==> run_1/congestion.png <==
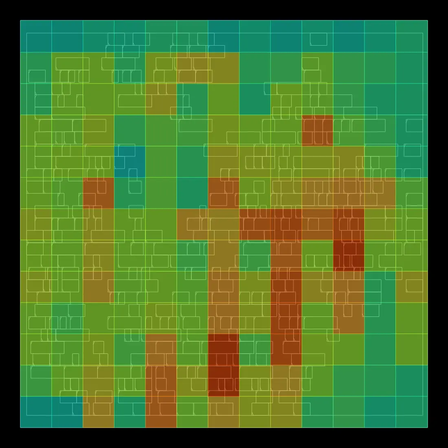
==> run_1/layer_met3.png <==
Scale: 6 px per um. Cells faint in the background.
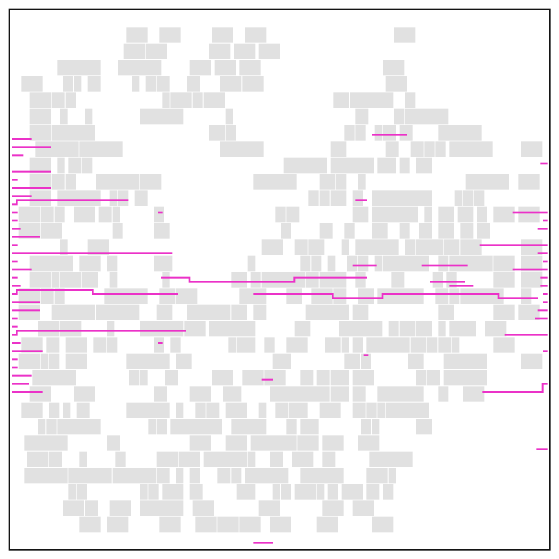
==> run_1/io_placement.png <==
Scale: 6 px per um. Pins as bars across the die edge, other pins in grey.
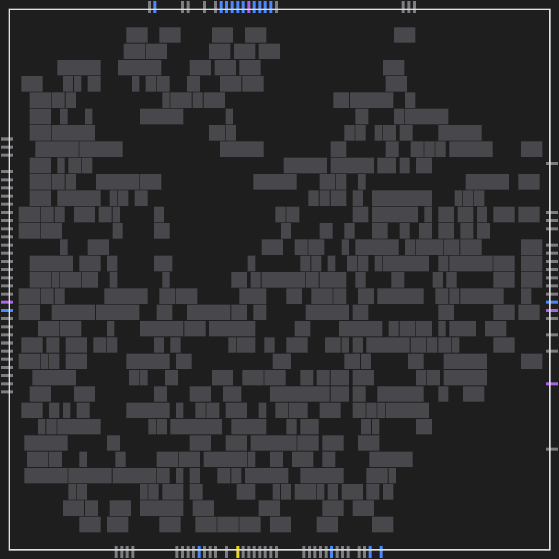
## config.mk

```make
export PLATFORM = sky130hd
export DESIGN_NAME = id_ex_stage
export DESIGN_NICKNAME = d
export VERILOG_FILES = /design/src/rtl/id_ex_stage_pkg.sv /design/src/rtl/id_ex_stage_hazard_detect.sv /design/src/rtl/id_ex_stage.sv
export SDC_FILE = /design/constraint.sdc
export NUM_CORES = 1
export LEC_CHECK = 0
export ABC_CLOCK_PERIOD_IN_PS = 2730
export CAP_MARGIN = 20
export CORE_UTILIZATION = 30
export CTS_BUF_LIST = sky130_fd_sc_hd__clkbuf_2
export DETAILED_ROUTE_END_ITERATION = 10
export PLACE_DENSITY = 0.65
export SLEW_MARGIN = 10
export SYNTH_ARGS = -nofsm -noshare
export SYNTH_HDL_FRONTEND = slang
export SYNTH_HIERARCHICAL = 1
export SYNTH_SLANG_ARGS = --single-unit
```

## constraint.sdc

```tcl
create_clock -name clk -period 2.73 [get_ports clk]
set_input_delay 0.4095 -clock clk [delete_from_list [all_inputs] [get_ports clk]]
set_output_delay 0.4095 -clock clk [all_outputs]
set_load 0.01 [all_outputs]
```

## src/rtl/id_ex_stage_pkg.sv

```systemverilog
// Shared 16-bit datapath definitions: opCodes, instruction field positions,
// and the decode helpers used by the ID/EX stage.
package id_ex_stage_pkg;

   localparam int WORD_W  = 16;
   localparam int FIELD_W = 4;
   localparam int IMM_W   = 8;

   // Instruction field positions: [15:12] opCode, [11:8] op1, [7:4] op2, [3:0] funCode.
   localparam int OPC_LSB = 12;
   localparam int OP1_LSB = 8;
   localparam int OP2_LSB = 4;
   localparam int FUN_LSB = 0;

   // opCodes seen by ALU control; funCode only matters for OP_RTYPE.
   typedef enum logic [FIELD_W-1:0] {
      OP_RTYPE = 4'h0,
      OP_ADDI  = 4'h1,
      OP_ANDI  = 4'h2,
      OP_ORI   = 4'h3,
      OP_LUI   = 4'h4,
      OP_LOAD  = 4'h8,
      OP_STORE = 4'h9,
      OP_BEQ   = 4'hA,
      OP_BNE   = 4'hB,
      OP_JMP   = 4'hC
   } opCode_e;

   // Contents of the ID/EX pipeline register.
   typedef struct packed {
      logic               valid;
      logic [FIELD_W-1:0] opCode;
      logic [FIELD_W-1:0] funCode;
      logic [FIELD_W-1:0] op1;
      logic [FIELD_W-1:0] op2;
      logic [WORD_W-1:0]  imm;
      logic [WORD_W-1:0]  pc;
   } exFields_t;

   // Sign-extend the 8-bit immediate field to a full word.
   function automatic logic [WORD_W-1:0] signExtImm(input logic [WORD_W-1:0] instr);
      return {{(WORD_W-IMM_W){instr[IMM_W-1]}}, instr[IMM_W-1:0]};
   endfunction

   // Purely positional decode; no field is qualified by opCode.
   function automatic exFields_t decode(input logic valid,
                                        input logic [WORD_W-1:0] instr,
                                        input logic [WORD_W-1:0] pc);
      exFields_t f;
      f.valid   = valid;
      f.opCode  = instr[OPC_LSB +: FIELD_W];
      f.funCode = instr[FUN_LSB +: FIELD_W];
      f.op1     = instr[OP1_LSB +: FIELD_W];
      f.op2     = instr[OP2_LSB +: FIELD_W];
      f.imm     = signExtImm(instr);
      f.pc      = pc;
      return f;
   endfunction

endpackage

```

## src/rtl/id_ex_stage_hazard_detect.sv

```systemverilog
// Load-use hazard detector: the instruction in EX is a load whose destination
// (op1) is read by the instruction waiting in IF/ID.
module hazard_detect
   import id_ex_stage_pkg::*;
#(
   parameter logic [FIELD_W-1:0] LOAD_OP = OP_LOAD
) (
   input  logic               exValid,
   input  logic [FIELD_W-1:0] exOpCode,
   input  logic [FIELD_W-1:0] exOp1,
   input  logic               ifValid,
   input  logic [FIELD_W-1:0] ifOp1,
   input  logic [FIELD_W-1:0] ifOp2,
   output logic               hazard
);

   // op1 is both a source and the destination, so both source fields are compared.
   assign hazard = exValid & (exOpCode == LOAD_OP) & ifValid
                 & ((ifOp1 == exOp1) | (ifOp2 == exOp1));

endmodule

```

## src/rtl/id_ex_stage.sv

```systemverilog
// ID/EX pipeline stage: decodes the IF/ID instruction into EX fields, inserts one
// bubble per load-use hazard, honours EX backpressure and branch flushes, and
// counts inserted bubbles with a saturating counter.
module id_ex_stage
   import id_ex_stage_pkg::*;
#(
   parameter logic [3:0] LOAD_OP = 4'b1000,
   parameter int          CNT_W   = 16
) (
   input  logic              clk,
   input  logic              rst,
   input  logic              if_valid,
   input  logic [WORD_W-1:0] if_instr,
   input  logic [WORD_W-1:0] if_pc,
   output logic              id_ready,
   input  logic              flush,
   input  logic              ex_ready,
   output logic              ex_valid,
   output logic [3:0]        ex_opCode,
   output logic [3:0]        ex_funCode,
   output logic [3:0]        ex_op1,
   output logic [3:0]        ex_op2,
   output logic [WORD_W-1:0] ex_imm,
   output logic [WORD_W-1:0] ex_pc,
   output logic [CNT_W-1:0]  bubble_count
);

   exFields_t exQ;
   exFields_t ifDec;
   logic      hazard;

   hazard_detect #(
      .LOAD_OP (LOAD_OP)
   ) hazardDetect (
      .exValid  (exQ.valid),
      .exOpCode (exQ.opCode),
      .exOp1    (exQ.op1),
      .ifValid  (if_valid),
      .ifOp1    (if_instr[OP1_LSB +: FIELD_W]),
      .ifOp2    (if_instr[OP2_LSB +: FIELD_W]),
      .hazard   (hazard)
   );

   assign ifDec = decode(if_valid, if_instr, if_pc);

   // A flush overrides the hazard: the waiting instruction is consumed and dropped.
   assign id_ready = ex_ready & (flush | ~hazard);

   // Pipeline register and bubble counter: reset, hold, flush, bubble or load.
   always_ff @(posedge clk) begin
      // NOTE: non-blocking assignments so every register sees pre-edge values of its neighbours.
      if (rst) begin
         exQ          <= '0;
         bubble_count <= '0;
      end else if (ex_ready) begin
         if (flush) begin
            exQ <= '0;
         end else if (hazard) begin
            // The bubble sits in EX next cycle, which clears the hazard term (one bubble per load).
            exQ <= '0;
            if (bubble_count != '1)
               bubble_count <= bubble_count + CNT_W'(1);
         end else begin
            exQ <= ifDec;
         end
      end
   end

   assign ex_valid   = exQ.valid;
   assign ex_opCode  = exQ.opCode;
   assign ex_funCode = exQ.funCode;
   assign ex_op1     = exQ.op1;
   assign ex_op2     = exQ.op2;
   assign ex_imm     = exQ.imm;
   assign ex_pc      = exQ.pc;

endmodule

```

==> impl_results.html, run 1 <==
<h3>Run summary</h3>
<table>
<tr><th>Metric</th><th>Value</th></tr>
<tr><th colspan="2">Status</th></tr>
<tr><td>Result of the run</td><td>finished clean</td></tr>
<tr><th colspan="2">Logic synthesis</th></tr>
<tr><td>Count of instantiated cells in the yosys netlist</td><td>269</td></tr>
<tr><td>Post-synth net total</td><td>307</td></tr>
<tr><td>Complex-gate fraction of the synthesized area</td><td>between 15 and 20%</td></tr>
<tr><td>Top post-synthesis cells by area</td><td>sky130_fd_sc_hd__dfxtp_1, sky130_fd_sc_hd__a21oi_1, sky130_fd_sc_hd__nor2b_1, sky130_fd_sc_hd__nor2_1, sky130_fd_sc_hd__buf_4</td></tr>
<tr><td>Synth Seq Share</td><td>between 40% and 50%</td></tr>
<tr><td>Cell Area, Synth</td><td>2310 sq um</td></tr>
<tr><td>Cell type with the largest total area after synthesis</td><td>sky130_fd_sc_hd__dfxtp_1</td></tr>
<tr><td>XOR/XNOR share of the synthesized area</td><td>roughly 3.0%</td></tr>
<tr><td>Fraction of the mapped netlist area in simple logic gates</td><td>between 20% and 30%</td></tr>
<tr><td>Count of distinct cell types in the synthesized netlist</td><td>35</td></tr>
<tr><th colspan="2">Routing</th></tr>
<tr><td>Number of DRC violations after detailed routing</td><td>0</td></tr>
<tr><td>Initial DRT Pass Iterations</td><td>5</td></tr>
<tr><td>Sum of met2 wire segment lengths after detailed routing</td><td>2850 um</td></tr>
<tr><td>Met1 Wirelength</td><td>2810 um</td></tr>
<tr><th colspan="2">Layout</th></tr>
<tr><td>Top logic cells by instance count in the layout</td><td>sky130_fd_sc_hd__clkdlybuf4s50_1, sky130_fd_sc_hd__a21oi_1, sky130_fd_sc_hd__dfxtp_1</td></tr>
<tr><td>Largest contributor to cell area by class</td><td>logic gates</td></tr>
<tr><td>Growth of design area from synthesis to finish</td><td>50.3%</td></tr>
<tr><td>Share of the final layout cell area in sequential cells</td><td>between 20 and 30%</td></tr>
<tr><td>Multi-input gate share of the layout cell area</td><td>33.7%</td></tr>
<tr><td>Layout fillers</td><td>roughly 750</td></tr>
<tr><td>Sequential cells</td><td>49</td></tr>
<tr><td>Multi-input gates</td><td>189</td></tr>
<tr><td>Inverters</td><td>2</td></tr>
<tr><th colspan="2">Setup path</th></tr>
<tr><td>First element of the critical path</td><td>if_instr[8]</td></tr>
<tr><td>Bufs and invs on worst path</td><td>3</td></tr>
<tr><td>Stages on worst setup path</td><td>7</td></tr>
<tr><td>Arrival time at the worst endpoint</td><td>2.17 ns</td></tr>
<tr><td>Reg-to-reg critical path endpoint</td><td>bubble_count[14]$_SDFFE_PP0P_</td></tr>
<tr><th colspan="2">Clocking</th></tr>
<tr><td>CTS Buffer Depth</td><td>2</td></tr>
<tr><td>TritonCTS clock tree</td><td>done</td></tr>
<tr><td>CTS Hold Buffers Added</td><td>0</td></tr>
<tr><td>Post-cts sizing count</td><td>3</td></tr>
<tr><th colspan="2">Pwr</th></tr>
<tr><td>Group with the largest share of power</td><td>registers</td></tr>
<tr><td>Power share of the clock group</td><td>24.6%</td></tr>
<tr><td>Total Power</td><td>1270 uW</td></tr>
<tr><td>Reported clock group power</td><td>312 uW</td></tr>
<tr><td>Sequential power share</td><td>about three fifths</td></tr>
<tr><td>Largest voltage drop on the vdd net</td><td>0.184 mV</td></tr>
<tr><th colspan="2">STA</th></tr>
<tr><td>Part of the cycle the worst path needs</td><td>94.3%</td></tr>
<tr><td>Setup repair after global routing missed its margin</td><td>false</td></tr>
<tr><td>Highest achievable clock rate</td><td>a little under 400 MHz</td></tr>
<tr><th colspan="2">Worst hold path</th></tr>
<tr><td>Hold Path Stages</td><td>2</td></tr>
<tr><th colspan="2">Die</th></tr>
<tr><td>I/O pin total</td><td>a little over 100</td></tr>
<tr><td>Number of core rows</td><td>31</td></tr>
<tr><td>Core region area</td><td>7370 sq um</td></tr>
<tr><th colspan="2">Placement</th></tr>
<tr><td>Final GP Congestion</td><td>0.768</td></tr>
<tr><th colspan="2">Flow run</th></tr>
<tr><td>Total of max-cap violations</td><td>0</td></tr>
<tr><th colspan="2">Global route</th></tr>
<tr><td>First-pass GRT wire length</td><td>~10000 um</td></tr>
<tr><td>Pin count of the biggest net entering global routing</td><td>39</td></tr>
<tr><td>Vias in the first global route</td><td>2127</td></tr>
<tr><td>Aggregate global-route resource usage</td><td>15.7%</td></tr>
</table>
Back to the opening pictures, congestion.png:
share of the core filled with cells in the final layout: 47.2%
fraction of met2 tracks used by global routing: 26.2%
drt wl/cell: 13.2 um
global-route met3 utilization: 4.48%
met1 demand-to-capacity share in global routing: 19.4%

Back to the opening pictures, layer_met3.png:
nets with wire on the layer = 55
longest straight run = 28.1 um
main direction = horizontal
wire length on this layer = 343 um
share of all routed wire = 5.6%

Back to the opening pictures, io_placement.png:
purple -> `ex_op2`  # pins 4, direction output, edge 2 east, 1 west, 1 north
yellow -> `ex_valid`  # pins 1, direction output, edge south
blue -> `ex_imm`  # pins 16, direction output, edge 10 north, 4 south, 1 west, 1 east
all pins by edge = 34 south, 31 west, 20 north, 18 east
die width: 89.8 um
height of the chip: 89.8 um
number of buffers inserted by port buffering: 102

-- run 1: stage by stage --
stage | setup slack (ns) | utilization [%]
finish | 0.155 | 47.2
global route | 0.0194 | 47.2
CTS | 0.101 | 46.9
detailed placement | -0.168 | 46.2
global placement | -0.138 | 46.2
floorplan | 0.428 | -
-- run 1: Yosys cell counts --
cell type and number:
sky130_fd_sc_hd__a2111oi_2 1, sky130_fd_sc_hd__a21boi_0 1, sky130_fd_sc_hd__a21oi_1 48, sky130_fd_sc_hd__and2b_1 4
sky130_fd_sc_hd__and3_1 2, sky130_fd_sc_hd__and4_1 1, sky130_fd_sc_hd__and4b_1 1, sky130_fd_sc_hd__buf_1 1
sky130_fd_sc_hd__buf_4 17, sky130_fd_sc_hd__buf_6 1, sky130_fd_sc_hd__clkbuf_1 10, sky130_fd_sc_hd__dfxtp_1 49
sky130_fd_sc_hd__ha_1 1, sky130_fd_sc_hd__inv_1 2, sky130_fd_sc_hd__mux2i_1 1, sky130_fd_sc_hd__nand2_1 6
sky130_fd_sc_hd__nand2b_1 2, sky130_fd_sc_hd__nand3_1 4, sky130_fd_sc_hd__nand3b_1 1, sky130_fd_sc_hd__nand4_1 5
sky130_fd_sc_hd__nand4_2 2, sky130_fd_sc_hd__nand4_4 2, sky130_fd_sc_hd__nand4b_1 1, sky130_fd_sc_hd__nor2_1 35
sky130_fd_sc_hd__nor2b_1 29, sky130_fd_sc_hd__nor3_1 3, sky130_fd_sc_hd__nor3b_1 1, sky130_fd_sc_hd__nor4_4 1
sky130_fd_sc_hd__o21ai_0 7, sky130_fd_sc_hd__o21ai_1 2, sky130_fd_sc_hd__o31ai_1 5, sky130_fd_sc_hd__o41ai_4 1
sky130_fd_sc_hd__or3_1 10, sky130_fd_sc_hd__or4_1 4, sky130_fd_sc_hd__xnor2_1 8
==> run 1 -> run 2 <==
- CORE_MARGIN: default -> 2
==> impl_results.html, run 2 <==
<h3>Run summary</h3>
<table>
<tr><th>Metric</th><th>Value</th></tr>
<tr><th colspan="2">Setup path</th></tr>
<tr><td>Kind of launch point of the worst setup path</td><td>input port</td></tr>
<tr><td>Cells along the critical path</td><td>clkdlybuf4s50_1 &gt; xnor2_1 &gt; nand4_1 &gt; a2111oi_2 &gt; buf_4 &gt; a21boi_0 &gt; dlygate4sd2_1</td></tr>
<tr><td>Critical setup path kind</td><td>in2out</td></tr>
<tr><td>Max Fanout on Critical Path</td><td>4</td></tr>
<tr><td>Arrival time at the worst endpoint</td><td>2.14 ns</td></tr>
<tr><td>Bufs and invs on worst path</td><td>3</td></tr>
<tr><td>Cell with the biggest individual delay on the critical path</td><td>sky130_fd_sc_hd__clkdlybuf4s50_1</td></tr>
<tr><th colspan="2">Layout</th></tr>
<tr><td>Proportion of layout cells with a drive suffix above 1</td><td>10.3%</td></tr>
<tr><td>Layout fillers</td><td>784</td></tr>
<tr><td>Largest contributor to cell area by class</td><td>logic gates</td></tr>
<tr><td>Growth of design area from synthesis to finish</td><td>51.0%</td></tr>
<tr><td>Multi-input gate share of the layout cell area</td><td>32.9%</td></tr>
<tr><td>Final Non-Filler Cells</td><td>470</td></tr>
<tr><td>Inverters</td><td>2</td></tr>
<tr><td>Fraction of cell area in non-clock buffers</td><td>32.9%</td></tr>
<tr><td>Sequential cells</td><td>49</td></tr>
<tr><td>Multi-input gates</td><td>189</td></tr>
<tr><td>Share of the final layout cell area in sequential cells</td><td>28.2%</td></tr>
<tr><td>Net count, final</td><td>405</td></tr>
<tr><td>Repair and plain buffers</td><td>120</td></tr>
<tr><td>Top logic cells by instance count in the layout</td><td>sky130_fd_sc_hd__clkdlybuf4s50_1, sky130_fd_sc_hd__a21oi_1, sky130_fd_sc_hd__dfxtp_1</td></tr>
<tr><th colspan="2">Flow run</th></tr>
<tr><td>Total of max-cap violations</td><td>0</td></tr>
<tr><th colspan="2">Die</th></tr>
<tr><td>I/O pin total</td><td>103</td></tr>
<tr><td>Number of core rows</td><td>32</td></tr>
<tr><td>Die width</td><td>91.8 um</td></tr>
<tr><td>Height of the chip</td><td>about 90 um</td></tr>
<tr><td>Core region area</td><td>between 7000 and 8000 sq um</td></tr>
<tr><th colspan="2">STA</th></tr>
<tr><td>Fin crit period</td><td>approximately 2.6 ns</td></tr>
<tr><td>Part of the cycle the worst path needs</td><td>around 93%</td></tr>
<tr><td>Post-Route Setup TNS</td><td>0 ns</td></tr>
<tr><td>Highest achievable clock rate</td><td>just under 400 MHz</td></tr>
<tr><td>Setup repair after global routing missed its margin</td><td>false</td></tr>
<tr><th colspan="2">Clocking</th></tr>
<tr><td>Clock-pin slew on the worst setup and hold paths</td><td>about 0.28 ns</td></tr>
<tr><td>CTS Buffer Depth</td><td>2</td></tr>
<tr><td>CTS Hold Buffers Added</td><td>0</td></tr>
<tr><td>TritonCTS clock tree</td><td>done</td></tr>
<tr><td>Post-CTS Setup Bufs</td><td>0</td></tr>
<tr><td>Post-cts sizing count</td><td>5</td></tr>
<tr><th colspan="2">Routing</th></tr>
<tr><td>Via count</td><td>around 2200</td></tr>
<tr><td>Detail Route Antenna Nets</td><td>0</td></tr>
<tr><td>Initial DRT Pass Iterations</td><td>4</td></tr>
<tr><td>Drt wl/cell</td><td>13.0 um</td></tr>
<tr><td>Number of DRC violations after detailed routing</td><td>0</td></tr>
<tr><td>1st-iter DRT viols</td><td>57</td></tr>
<tr><th colspan="2">Logic synthesis</th></tr>
<tr><td>Cell Area, Synth</td><td>2310 sq um</td></tr>
<tr><td>Top post-synthesis cells by area</td><td>sky130_fd_sc_hd__dfxtp_1, sky130_fd_sc_hd__a21oi_1, sky130_fd_sc_hd__nor2b_1, sky130_fd_sc_hd__nor2_1, sky130_fd_sc_hd__buf_4</td></tr>
<tr><td>Share of flip-flops with an asynchronous set or reset</td><td>0%</td></tr>
<tr><td>Count of instantiated cells in the yosys netlist</td><td>269</td></tr>
<tr><td>Most used flip-flop cell after synthesis</td><td>sky130_fd_sc_hd__dfxtp_1</td></tr>
<tr><td>Synth Seq Share</td><td>42.4%</td></tr>
<tr><td>Main kind of combinational logic by area</td><td>simple AND/OR/NAND/NOR gates</td></tr>
<tr><td>Mean instance size in the synthesized netlist</td><td>8.60 sq um</td></tr>
<tr><td>Post-synth net total</td><td>307</td></tr>
<tr><td>Top cell type by instance count after synthesis</td><td>sky130_fd_sc_hd__dfxtp_1</td></tr>
<tr><td>Cell type with the largest total area after synthesis</td><td>sky130_fd_sc_hd__dfxtp_1</td></tr>
<tr><td>Fraction of the mapped netlist area in simple logic gates</td><td>29.4%</td></tr>
<tr><td>Adder-cell area share of the yosys netlist</td><td>less than 1%</td></tr>
<tr><td>Complex-gate fraction of the synthesized area</td><td>16.1%</td></tr>
<tr><td>Number of enable-type register cells in the synthesized netlist</td><td>0</td></tr>
<tr><td>Gate Count Post-Synth</td><td>roughly 270</td></tr>
<tr><td>Count of distinct cell types in the synthesized netlist</td><td>35</td></tr>
<tr><td>XOR/XNOR share of the synthesized area</td><td>3.03%</td></tr>
<tr><td>Top cells by count, synth</td><td>sky130_fd_sc_hd__dfxtp_1, sky130_fd_sc_hd__a21oi_1, sky130_fd_sc_hd__nor2_1</td></tr>
<tr><th colspan="2">Status</th></tr>
<tr><td>Result of the run</td><td>finished clean</td></tr>
<tr><th colspan="2">Placement</th></tr>
<tr><td>Number of buffers inserted by port buffering</td><td>102</td></tr>
<tr><td>Placed cell count</td><td>462</td></tr>
<tr><td>Final GP Congestion</td><td>between 0.7 and 0.8</td></tr>
<tr><th colspan="2">Pwr</th></tr>
<tr><td>Leakage</td><td>0.00128 uW</td></tr>
<tr><td>Largest voltage drop on the vdd net</td><td>0.177 mV</td></tr>
<tr><th colspan="2">Global route</th></tr>
<tr><td>Pin count of the biggest net entering global routing</td><td>40</td></tr>
<tr><td>Vias in the first global route</td><td>2102</td></tr>
<tr><td>First-pass GRT wire length</td><td>roughly 10000 um</td></tr>
<tr><td>Aggregate global-route resource usage</td><td>14.6%</td></tr>
<tr><th colspan="2">Worst hold path</th></tr>
<tr><td>Min-delay worst type</td><td>in2reg</td></tr>
</table>
==> run 2: cell counts after synthesis <==
No cell type changed its count.
==> run 2: worst paths after layout <==
| path | slack, ns | depth (start not counted) | from | endpoint |
|---|---|---|---|---|
| setup reg to reg | 0.29 | 9 | ex_op1[0]$_SDFFE_PP0P_ | bubble_count[14]$_SDFFE_PP0P_ |
| hold reg to reg | 0.54 | 2 | bubble_count[7]$_SDFFE_PP0P_ | bubble_count[7]$_SDFFE_PP0P_ |
| setup / recovery | 0.18 | 7 | if_instr[6] | id_ready |
| hold / removal | 0.47 | 2 | rst | ex_imm[14]$_SDFFE_PP0P_ |
==> run 2: power by group <==
group / total (uW) / switching (uW) / internal (uW)
sequential: 750 / 14.1 / 736
combinational: 206 / 79.5 / 126
clock: 413 / 251 / 162
total: 1370 / 345 / 1020
==> run 2: per-stage QoR <==
step	total power [uW]	worst slack (ns)	cell area, sq um	utilization [%]
2_1_floorplan	850	0.428	2310	-
3_3_place_gp	970	-0.170	3410	44.8
3_5_place_dp	972	-0.200	3420	44.9
4_1_cts	1390	0.107	3500	46.0
5_1_grt	1440	0.00671	3500	46.0
6_report	1370	0.178	3500	46.0
==> run 2: cell families (layout without fill, tap and decap cells) <==
logic type / Yosys count / in the layout
and+or+nand+nor: 114 / 114
muxes: 1 / 1
adders and majority gates: 1 / 1
xor gates and xnor gates: 8 / 8
DFF: 49 / 49
AOI/OAI and AO/OA: 65 / 65
buffers and inverters: 31 / 130
==> run 2: layer usage <==
| layer | up-vias | track usage [%] | routed length, um |
|---|---|---|---|
| met5 | - | 0 | 0 |
| met4 | 0 | 3.86 | 61 |
| met3 | 5 | 5.26 | 446 |
| met2 | 67 | 24.9 | 2980 |
| met1 | 1043 | 17.4 | 2630 |
| li1 | 1106 | - | - |
==> run_2/io_placement.png <==
Scale: 4 px per um. Pins as bars across the die edge, other pins in grey.
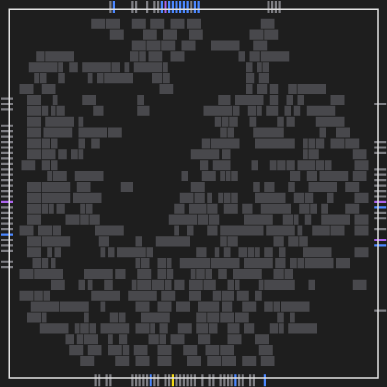
blue -> `ex_imm`  # pins 16, direction output, edge 10 north, 3 south, 2 east, 1 west
yellow -> `ex_valid`  # pins 1, direction output, edge south
purple -> `ex_op2`  # pins 4, direction output, edge 2 east, 1 west, 1 north

==> run_2/metal_density.png <==
Scale: 4 px per um. 18 x 18 tiles, from dark blue (low) to red (high), scaled to the fullest tile. Values are wire area over tile area, all layers added.
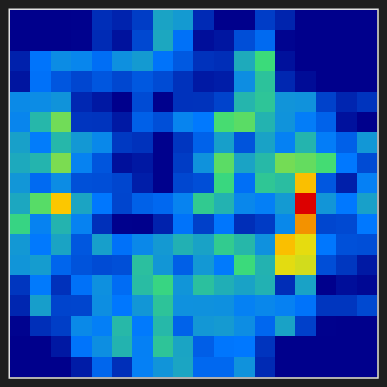
tiles over half the peak = 5.2%
mean over tiles = 0.12
nearly empty tiles = 17%
emptiest ninth of the die = north-east
fullest tile = 0.53

==> run 2 -> run 3 <==
- CAP_MARGIN: 20 -> default
==> run_3/congestion.png <==
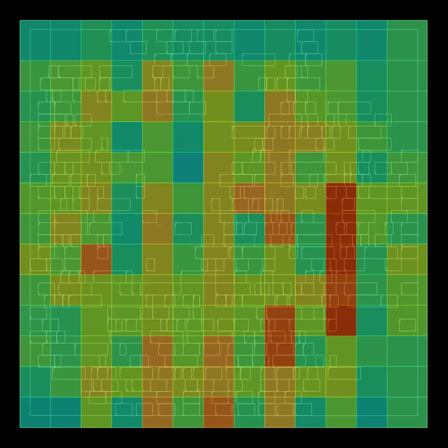
fraction of met2 tracks used by global routing: 24.7%
share of the core filled with cells in the final layout: 45.5%
global-route met3 utilization: 4.35%

==> run_3/layer_met2.png <==
Scale: 4 px per um. Cells faint in the background.
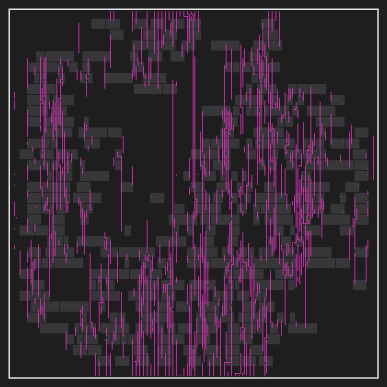
nets with wire on the layer = 335
main direction = vertical

==> impl_results.html, run 3 <==
<h3>Run summary</h3>
<table>
<tr><th>Metric</th><th>Value</th></tr>
<tr><th colspan="2">Clocking</th></tr>
<tr><td>Latest clock arrival within the worst-skew pair</td><td>between 0.4 and 0.5 ns</td></tr>
<tr><td>Cell at the root of the clock tree</td><td>sky130_fd_sc_hd__clkbuf_2</td></tr>
<tr><td>TritonCTS Buffers</td><td>5</td></tr>
<tr><td>Post-CTS Setup Bufs</td><td>0</td></tr>
<tr><td>TritonCTS clock tree</td><td>done</td></tr>
<tr><td>CTS Buffer Depth</td><td>2</td></tr>
<tr><td>Clock-pin slew on the worst setup and hold paths</td><td>0.25 ns</td></tr>
<tr><th colspan="2">Worst hold path</th></tr>
<tr><td>Min-delay worst type</td><td>in2reg</td></tr>
<tr><th colspan="2">Logic synthesis</th></tr>
<tr><td>Synth Seq Share</td><td>42.4%</td></tr>
<tr><td>Synthesized flop and latch total</td><td>49</td></tr>
<tr><td>Number of enable-type register cells in the synthesized netlist</td><td>0</td></tr>
<tr><td>Yosys top cell area share</td><td>42.4%</td></tr>
<tr><td>Mean instance size in the synthesized netlist</td><td>8.60 sq um</td></tr>
<tr><td>Top post-synthesis cells by area</td><td>sky130_fd_sc_hd__dfxtp_1, sky130_fd_sc_hd__a21oi_1, sky130_fd_sc_hd__nor2b_1, sky130_fd_sc_hd__nor2_1, sky130_fd_sc_hd__buf_4</td></tr>
<tr><td>Post-synth net total</td><td>307</td></tr>
<tr><td>Share of flip-flops with an asynchronous set or reset</td><td>0%</td></tr>
<tr><td>Count of distinct cell types in the synthesized netlist</td><td>35</td></tr>
<tr><td>Count of instantiated cells in the yosys netlist</td><td>269</td></tr>
<tr><td>Cell type with the largest total area after synthesis</td><td>sky130_fd_sc_hd__dfxtp_1</td></tr>
<tr><td>Gate Count Post-Synth</td><td>approximately 270</td></tr>
<tr><td>Most used flip-flop cell after synthesis</td><td>sky130_fd_sc_hd__dfxtp_1</td></tr>
<tr><td>Cell Area, Synth</td><td>2310 sq um</td></tr>
<tr><td>Top cells by count, synth</td><td>sky130_fd_sc_hd__dfxtp_1, sky130_fd_sc_hd__a21oi_1, sky130_fd_sc_hd__nor2_1</td></tr>
<tr><td>Top cell type by instance count after synthesis</td><td>sky130_fd_sc_hd__dfxtp_1</td></tr>
<tr><th colspan="2">Pwr</th></tr>
<tr><td>Largest voltage drop on the vdd net</td><td>0.140 mV</td></tr>
<tr><td>Comb pwr</td><td>206 uW</td></tr>
<tr><td>Internal Dissipation</td><td>922 uW</td></tr>
<tr><td>Group with the largest share of power</td><td>registers</td></tr>
<tr><td>Switching portion of total power</td><td>26.4%</td></tr>
<tr><td>Power Density</td><td>362 nW/um^2</td></tr>
<tr><td>Sequential power share</td><td>approximately 60%</td></tr>
<tr><td>Total Power</td><td>1250 uW</td></tr>
<tr><td>Power share of the clock group</td><td>23.6%</td></tr>
<tr><td>Power of the sequential group</td><td>751 uW</td></tr>
<tr><td>Comb pwr share</td><td>between 15 and 20%</td></tr>
<tr><td>Reported clock group power</td><td>296 uW</td></tr>
<tr><td>Net switching power of the design</td><td>330 uW</td></tr>
<tr><td>Leakage</td><td>around 0.0013 uW</td></tr>
<tr><th colspan="2">Routing</th></tr>
<tr><td>Via count</td><td>2179</td></tr>
<tr><td>Initial DRT Pass Iterations</td><td>4</td></tr>
<tr><td>1st-iter DRT viols</td><td>52</td></tr>
<tr><td>Number of DRC violations after detailed routing</td><td>0</td></tr>
<tr><td>Drt wl/cell</td><td>12.9 um</td></tr>
<tr><td>Sum of met2 wire segment lengths after detailed routing</td><td>between 2000 and 3000 um</td></tr>
<tr><td>Top routing layer in use</td><td>met4</td></tr>
<tr><td>Met1 Wirelength</td><td>2660 um</td></tr>
<tr><td>Met3 WL post-DR</td><td>367 um</td></tr>
<tr><td>Detail Route Antenna Nets</td><td>0</td></tr>
<tr><th colspan="2">STA</th></tr>
<tr><td>Post-Route Setup TNS</td><td>0 ns</td></tr>
<tr><td>Skew final</td><td>0.0108 ns</td></tr>
<tr><td>Setup Viol. Count Final</td><td>0</td></tr>
<tr><td>Highest achievable clock rate</td><td>390 MHz</td></tr>
<tr><td>Final tally of max-slew violations</td><td>0</td></tr>
<tr><td>Part of the cycle the worst path needs</td><td>93.8%</td></tr>
<tr><td>Setup repair after global routing missed its margin</td><td>false</td></tr>
<tr><td>Fin crit period</td><td>2.56 ns</td></tr>
<tr><td>Slew at the pin closest to its max-slew limit</td><td>0.818 ns</td></tr>
<tr><th colspan="2">Layout</th></tr>
<tr><td>Growth of design area from synthesis to finish</td><td>49.6%</td></tr>
<tr><td>Net count, final</td><td>between 400 and 500</td></tr>
<tr><td>Proportion of layout cells with a drive suffix above 1</td><td>10.4%</td></tr>
<tr><td>Area of all placed cells without fillers</td><td>3460 sq um</td></tr>
<tr><td>Top logic cell by instance count in the layout</td><td>sky130_fd_sc_hd__clkdlybuf4s50_1</td></tr>
<tr><td>Top logic cells by instance count in the layout</td><td>sky130_fd_sc_hd__clkdlybuf4s50_1, sky130_fd_sc_hd__a21oi_1, sky130_fd_sc_hd__dfxtp_1</td></tr>
<tr><th colspan="2">Die</th></tr>
<tr><td>I/O pin total</td><td>slightly above 100</td></tr>
<tr><td>Core region area</td><td>7610 sq um</td></tr>
<tr><td>Number of core rows</td><td>32</td></tr>
<tr><td>Die width</td><td>91.8 um</td></tr>
<tr><td>Height of the chip</td><td>around 92 um</td></tr>
<tr><th colspan="2">Setup path</th></tr>
<tr><td>Arrival time at the worst endpoint</td><td>2.15 ns</td></tr>
<tr><td>Worst stage delay on the critical path</td><td>0.49 ns</td></tr>
<tr><td>CP Capture Type</td><td>output pin</td></tr>
<tr><td>Critical setup path kind</td><td>in2out</td></tr>
<tr><td>Max Fanout on Critical Path</td><td>4</td></tr>
<tr><td>Kind of launch point of the worst setup path</td><td>input port</td></tr>
<tr><td>Cells along the critical path</td><td>clkdlybuf4s50_1 &gt; xnor2_1 &gt; nand4_1 &gt; a2111oi_2 &gt; buf_4 &gt; a21boi_0 &gt; dlygate4sd2_1</td></tr>
<tr><td>Bufs and invs on worst path</td><td>3</td></tr>
<tr><td>Cell with the biggest individual delay on the critical path</td><td>sky130_fd_sc_hd__clkdlybuf4s50_1</td></tr>
<tr><td>Cell family contributing the most delay on the critical path</td><td>buffers and inverters</td></tr>
<tr><th colspan="2">Status</th></tr>
<tr><td>Result of the run</td><td>finished clean</td></tr>
<tr><th colspan="2">Placement</th></tr>
<tr><td>Instance area after placement</td><td>3410 sq um</td></tr>
<tr><td>Number of buffers inserted by port buffering</td><td>102</td></tr>
<tr><td>Final GP Congestion</td><td>a little under 0.8</td></tr>
<tr><th colspan="2">Global route</th></tr>
<tr><td>Aggregate global-route resource usage</td><td>14.2%</td></tr>
<tr><td>First-pass GRT wire length</td><td>9760 um</td></tr>
<tr><td>Aggregate global routing overflow</td><td>0</td></tr>
<tr><td>Vias in the first global route</td><td>2047</td></tr>
<tr><td>Pin count of the biggest net entering global routing</td><td>roughly 40</td></tr>
<tr><th colspan="2">Flow run</th></tr>
<tr><td>Total of max-cap violations</td><td>0</td></tr>
</table>
run 3: cell count changes in the layout (fill, tap and decap cells not counted), sizes merged:
cell      delta
clkinvlp     +1
clkinv       +2
bufinv       -1
buf          -1
inv          -2
run 3: cell type report:
type	instances	area [sq um]
fillers	755	4140
multi-input cells	189	1160
repair buffers	119	1140
flip-flops and latches	49	986
well taps	102	128
clock buffers	5	25.0
clock inverters	3	17.5
inverters	2	7.51
run 3: routing by layer:
layer / up-vias / track usage (%)
met5: - / 0
met3: 2 / 4.35
met1: 1014 / 17.0
met4: 0 / 3.73
li1: 1109 / -
met2: 54 / 24.7
run 3: cells by family (layout without fill, tap and decap cells):
| logic type | count (synthesis) | count (layout) | share of synthesized area (%) |
|---|---|---|---|
| simple gates | 114 | 114 | 29.4 |
| compound gates | 65 | 65 | 16.1 |
| flops | 49 | 49 | 42.4 |
| buf+inv | 31 | 129 | 8.11 |
| xor+xnor | 8 | 8 | 3.03 |
| fa+ha+maj | 1 | 1 | 0.540 |
| mux | 1 | 1 | 0.432 |
run 3: worst paths after layout:
kind,start,slack [ns],to,cells after the start
setup / recovery,if_instr[6],0.17,id_ready,7
hold / removal,rst,0.52,ex_imm[14]$_SDFFE_PP0P_,2
setup reg to reg,ex_op1[0]$_SDFFE_PP0P_,0.30,bubble_count[14]$_SDFFE_PP0P_,9
hold reg to reg,bubble_count[7]$_SDFFE_PP0P_,0.54,bubble_count[7]$_SDFFE_PP0P_,2
run 3: through the flow:
step | setup slack, ns | std cells
finish | 0.168 | 469
global route | 0.0691 | 469
CTS | 0.141 | 469
detailed placement | -0.204 | 461
global placement | -0.170 | 461
floorplan | 0.428 | 269
run 3: what timing repair did:
item,CTS,global route
hold endpoints to repair,0,0
resized,5,0
hold buffers,0,0
setup endpoints to repair,1,0
Power and IR drop assume default switching activity.
